==> config.mk <==
export PLATFORM = sky130hd
export DESIGN_NAME = layer_controller
export DESIGN_NICKNAME = d
export VERILOG_FILES = /design/src/rtl/layer_controller.sv
export SDC_FILE = /design/constraint.sdc
export NUM_CORES = 1
export LEC_CHECK = 0
export CELL_PAD_IN_SITES_DETAIL_PLACEMENT = 1
export CELL_PAD_IN_SITES_GLOBAL_PLACEMENT = 1
export CORE_MARGIN = 10
export CORE_UTILIZATION = 28
export DETAILED_ROUTE_END_ITERATION = 10
export GPL_TIMING_DRIVEN = 0
export PLACE_DENSITY = 0.79
export REMOVE_ABC_BUFFERS = 1
export SLEW_MARGIN = 25
export SYNTH_ARGS = -nofsm -noshare
export SYNTH_HDL_FRONTEND = slang
export SYNTH_SLANG_ARGS = --single-unit
==> constraint.sdc <==
create_clock -name clock -period 16.6 [get_ports clock]
set_input_delay 1.66 -clock clock [delete_from_list [all_inputs] [get_ports clock]]
set_output_delay 1.66 -clock clock [all_outputs]
set_load 0.01 [all_outputs]
==> src/rtl/layer_controller.sv <==
// Layer sequencer: starts all neurons together, gathers each result once,
// then presents the full layer downstream, with a WAIT-phase timeout.
module layer_controller #(
    parameter int DATA_WIDTH     = 32,
    parameter int NUM_NEURONS    = 8,
    parameter int TIMEOUT_CYCLES = 1024
) (
    input  logic                                    clock,
    input  logic                                    reset,
    input  logic                                    in_valid,
    output logic                                    in_ready,
    output logic                                    neuron_start,
    input  logic [NUM_NEURONS-1:0]                  neuron_done,
    input  logic [NUM_NEURONS-1:0][DATA_WIDTH-1:0]  neuron_out,
    output logic [NUM_NEURONS-1:0][DATA_WIDTH-1:0]  layer_out,
    output logic                                    out_valid,
    input  logic                                    out_ready,
    output logic                                    busy,
    output logic                                    error,
    input  logic                                    error_clear,
    output logic [$clog2(NUM_NEURONS+1)-1:0]        done_count
);

    localparam int CW = $clog2(NUM_NEURONS + 1);
    localparam int TW = $clog2(TIMEOUT_CYCLES);

    typedef enum logic [2:0] {
        S_IDLE,
        S_START,
        S_WAIT,
        S_OUTPUT,
        S_ERROR
    } state_t;

    state_t                                  state_q;
    logic [NUM_NEURONS-1:0]                  flags_q;
    logic [CW-1:0]                           count_q;
    logic [TW-1:0]                           timer_q;
    logic [NUM_NEURONS-1:0][DATA_WIDTH-1:0]  data_q;

    logic [NUM_NEURONS-1:0] hits;
    logic [CW-1:0]          hit_cnt;
    logic                   all_set;
    logic                   timer_last;

    // Only first pulses from not-yet-flagged neurons count toward completion
    always_comb begin
        hits    = neuron_done & ~flags_q;
        hit_cnt = '0;
        for (int i = 0; i < NUM_NEURONS; i++) begin
            if (hits[i]) hit_cnt = hit_cnt + CW'(1);
        end
        all_set    = &(flags_q | neuron_done);
        timer_last = (timer_q == TW'(TIMEOUT_CYCLES - 1));
    end

    always_ff @(posedge clock or posedge reset) begin
        if (reset) begin
            state_q <= S_IDLE;
            flags_q <= '0;
            count_q <= '0;
            timer_q <= '0;
            data_q  <= '0;
        end else begin
            unique case (state_q)
                S_IDLE: begin
                    if (in_valid) state_q <= S_START;
                end
                S_START: begin
                    flags_q <= '0;
                    count_q <= '0;
                    timer_q <= '0;
                    state_q <= S_WAIT;
                end
                S_WAIT: begin
                    for (int i = 0; i < NUM_NEURONS; i++) begin
                        if (hits[i]) data_q[i] <= neuron_out[i];
                    end
                    flags_q <= flags_q | neuron_done;
                    count_q <= count_q + hit_cnt;
                    timer_q <= timer_q + TW'(1);
                    // Completion takes priority over a coincident timeout
                    if (all_set)         state_q <= S_OUTPUT;
                    else if (timer_last) state_q <= S_ERROR;
                end
                S_OUTPUT: begin
                    if (out_ready) state_q <= S_IDLE;
                end
                S_ERROR: begin
                    if (error_clear) state_q <= S_IDLE;
                end
                default: state_q <= S_IDLE;
            endcase
        end
    end

    assign in_ready     = (state_q == S_IDLE);
    assign busy         = (state_q != S_IDLE);
    assign neuron_start = (state_q == S_START);
    assign out_valid    = (state_q == S_OUTPUT);
    assign error        = (state_q == S_ERROR);
    assign layer_out    = data_q;
    assign done_count   = count_q;

endmodule

**Signal wires by layer**

Scale: 1 px per um. Only two layers are drawn.
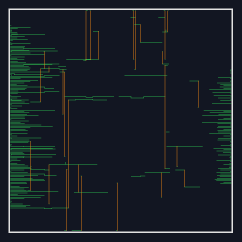
- met4: orange (wire length 1100 um)
- met3: green (wire length 3700 um)

**I/O nets highlighted**

Scale: 1 px per um.
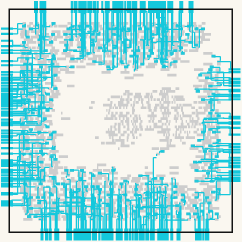
- `neuron_out`: cyan (bits 256; direction input; edge 84 south, 74 north, 66 west, 32 east; end cells 256; buffers 256; wire 11100 um)

==> qor.yml <==
status:
  outcome: "complete, no violations"
setup_path:
  path_buffers: 3
  cp.required_ps: 17010
  crit_family: "adder cells"
  arrival_ps: 7010
  r2r-start: "flags_q[0]$_DFFE_PP0P_"
  worstSetupEndpoint: "done_count[3]$_DFFE_PP0P_"
  cp_cell_sequence: "clkdlybuf4s50_1 -> nor2b_1 -> inv_1 -> ha_1 -> inv_1 -> xnor2_1 -> ha_1 -> xnor2_1 -> o21ai_0 -> a221o_1 -> ha_1 -> xor2_1 -> a2bb2oi_2 -> and2_1 -> ha_1 -> mux2_2 -> ha_1 -> a21o_1 -> a21oi_1 -> xnor2_1 -> xnor2_1 -> xnor2_1 -> a22o_1"
  crit_path_max_incr_delay_ps: 540
  reg2reg_slack_ps: 11290
synthesis:
  ys_seq_frac: 0.618
  edf_count: 0
  synth-simple-area-share: 0.0456
  logic_family: "multiplexers"
  topCellsByArea: "dfrtp_1 62%, mux2_2 25%, nand2_1 1.1%"
  ys_sh_adder: 0.0117
hold_path:
  worstHoldPathCells: 1
  whs_endpoint: "timer_q[8]$_DFFE_PP0P_"
floorplanning:
  io_pins: 534
  core_sq_mm: 0.0399
  fp-utilization: 0.285
  rows: 73
sta:
  setup_tns_ps: 0
  setup_viol: 0
  finClkSkew_ps: 21.2
routing:
  detail_route.wirelength.met1_um: 14100
  drt_pass1_iterations: 4
  highest-signal-layer: "met5"
  routed-wl-met2_um: 22500
  met3_length_um: 3700
  wire_per_inst_um: 22.2
layout:
  nNetsFinal: 1595
  area_delta_synth_final_pct: 63.2
  final_area_sq_mm: 0.0186
global_routing:
  overflow: 0
  grt_max_degree: 93
  gr-usage-all-layers: 0.165
clocking:
  postCtsHoldBufs: 0
  path_clk_slew_ps: 60
  clock.latency.late_pin_ps: 530
  cts.root.buffer_cell: "clkbuf_16"
  cts_resized: 0
placed_design:
  dp.cells: 1804
  dpl-instance-area_sq_mm: 0.0175
power_and_ir_drop:
  ir_drop_mv: 0.0998
  power_density_mw_per_mm2: 201
**I/O pins on the die edge**

Scale: 2 px per um. Pins as bars across the die edge, other pins in grey.
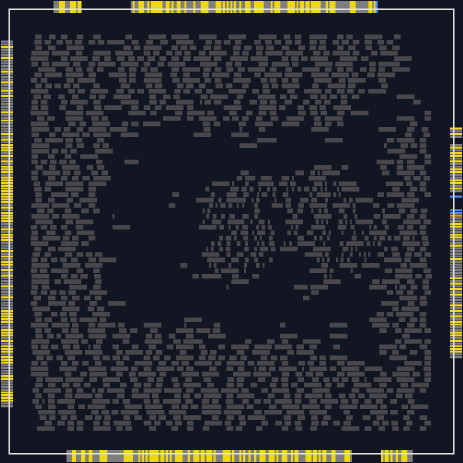
- `done_count`: blue (pins 4; direction output; edge 3 east, 1 north)
- `neuron_out`: yellow (pins 256; direction input; edge 84 south, 74 north, 66 west, 32 east)
- `neuron_start`: orange (pins 1; direction output; edge east)
- all pins by edge: 172 south, 149 north, 135 west, 78 east

-- through the flow --
step	setup slack (ps)	power [mW]	hold slack, ps
after global routing	9620	3.97	511
final	10000	3.73	468
after floorplan	7190	2.02	437
after CTS	10050	3.81	476
after detailed placement	9490	3.04	468
after global placement	3090	2.96	454
-- cells in the final DEF, fill, tap and decap left out, drive strengths merged, types with 2 or more instances in the layout --
cell           synthesis  final
a21oi                 13     13
a22o                   3      3
a31oi                  4      4
a41oi                  2      2
and2                   5      5
and3                   4      4
buf                   29      9
clkbuf                 6     50
clkdlybuf4s50          0    533
clkinv                 0      5
clkinvlp               0      2
dfrtp                281    281
diode                  0      4
ha                     9      9
inv                   12     12
mux2                 257    257
nand2                 32     32
nand2b                 4      4
nand3                  5      5
nand3b                 2      2
nand4                  5      5
nor2                  20     20
nor2b                 11     11
nor3                   4      4
o211ai                 2      2
o21ai                 17     17
o22ai                  5      5
xnor2                 10     10
xnor3                  2      2
xor2                   5      5
-- cell type report --
| cell class | count | area [sq um] |
|---|---|---|
| fillers | 4112 | 21400 |
| repair buffers | 542 | 5550 |
| well taps | 525 | 657 |
| multi-input cells | 444 | 4170 |
| diodes | 4 | 10.0 |
| clock buffers | 50 | 1000 |
| clock inverters | 8 | 73.8 |
| flip-flops and latches | 281 | 7030 |
| inverters | 12 | 52.6 |
-- power by group --
part	total (mW)	switching, mW	internal, mW
Sequential	1.22	0.194	1.03
Clock	0.727	0.292	0.435
Combinational	1.78	0.732	1.05
Total	3.73	1.22	2.51
-- flip-flops by register name, summed over array words and instances, names as in the netlist --
register / count
layer_out: 256
timer_q: 10
flags_q: 8
done_count: 4
state_q: 3
-- metal layers --
metal,vias up,track usage
met5,-,0
met4,2,0.0639
met3,57,0.0695
met2,283,0.306
met1,4264,0.159
li1,3821,-
No activity file was given, so power comes from the tool's default toggle rates.
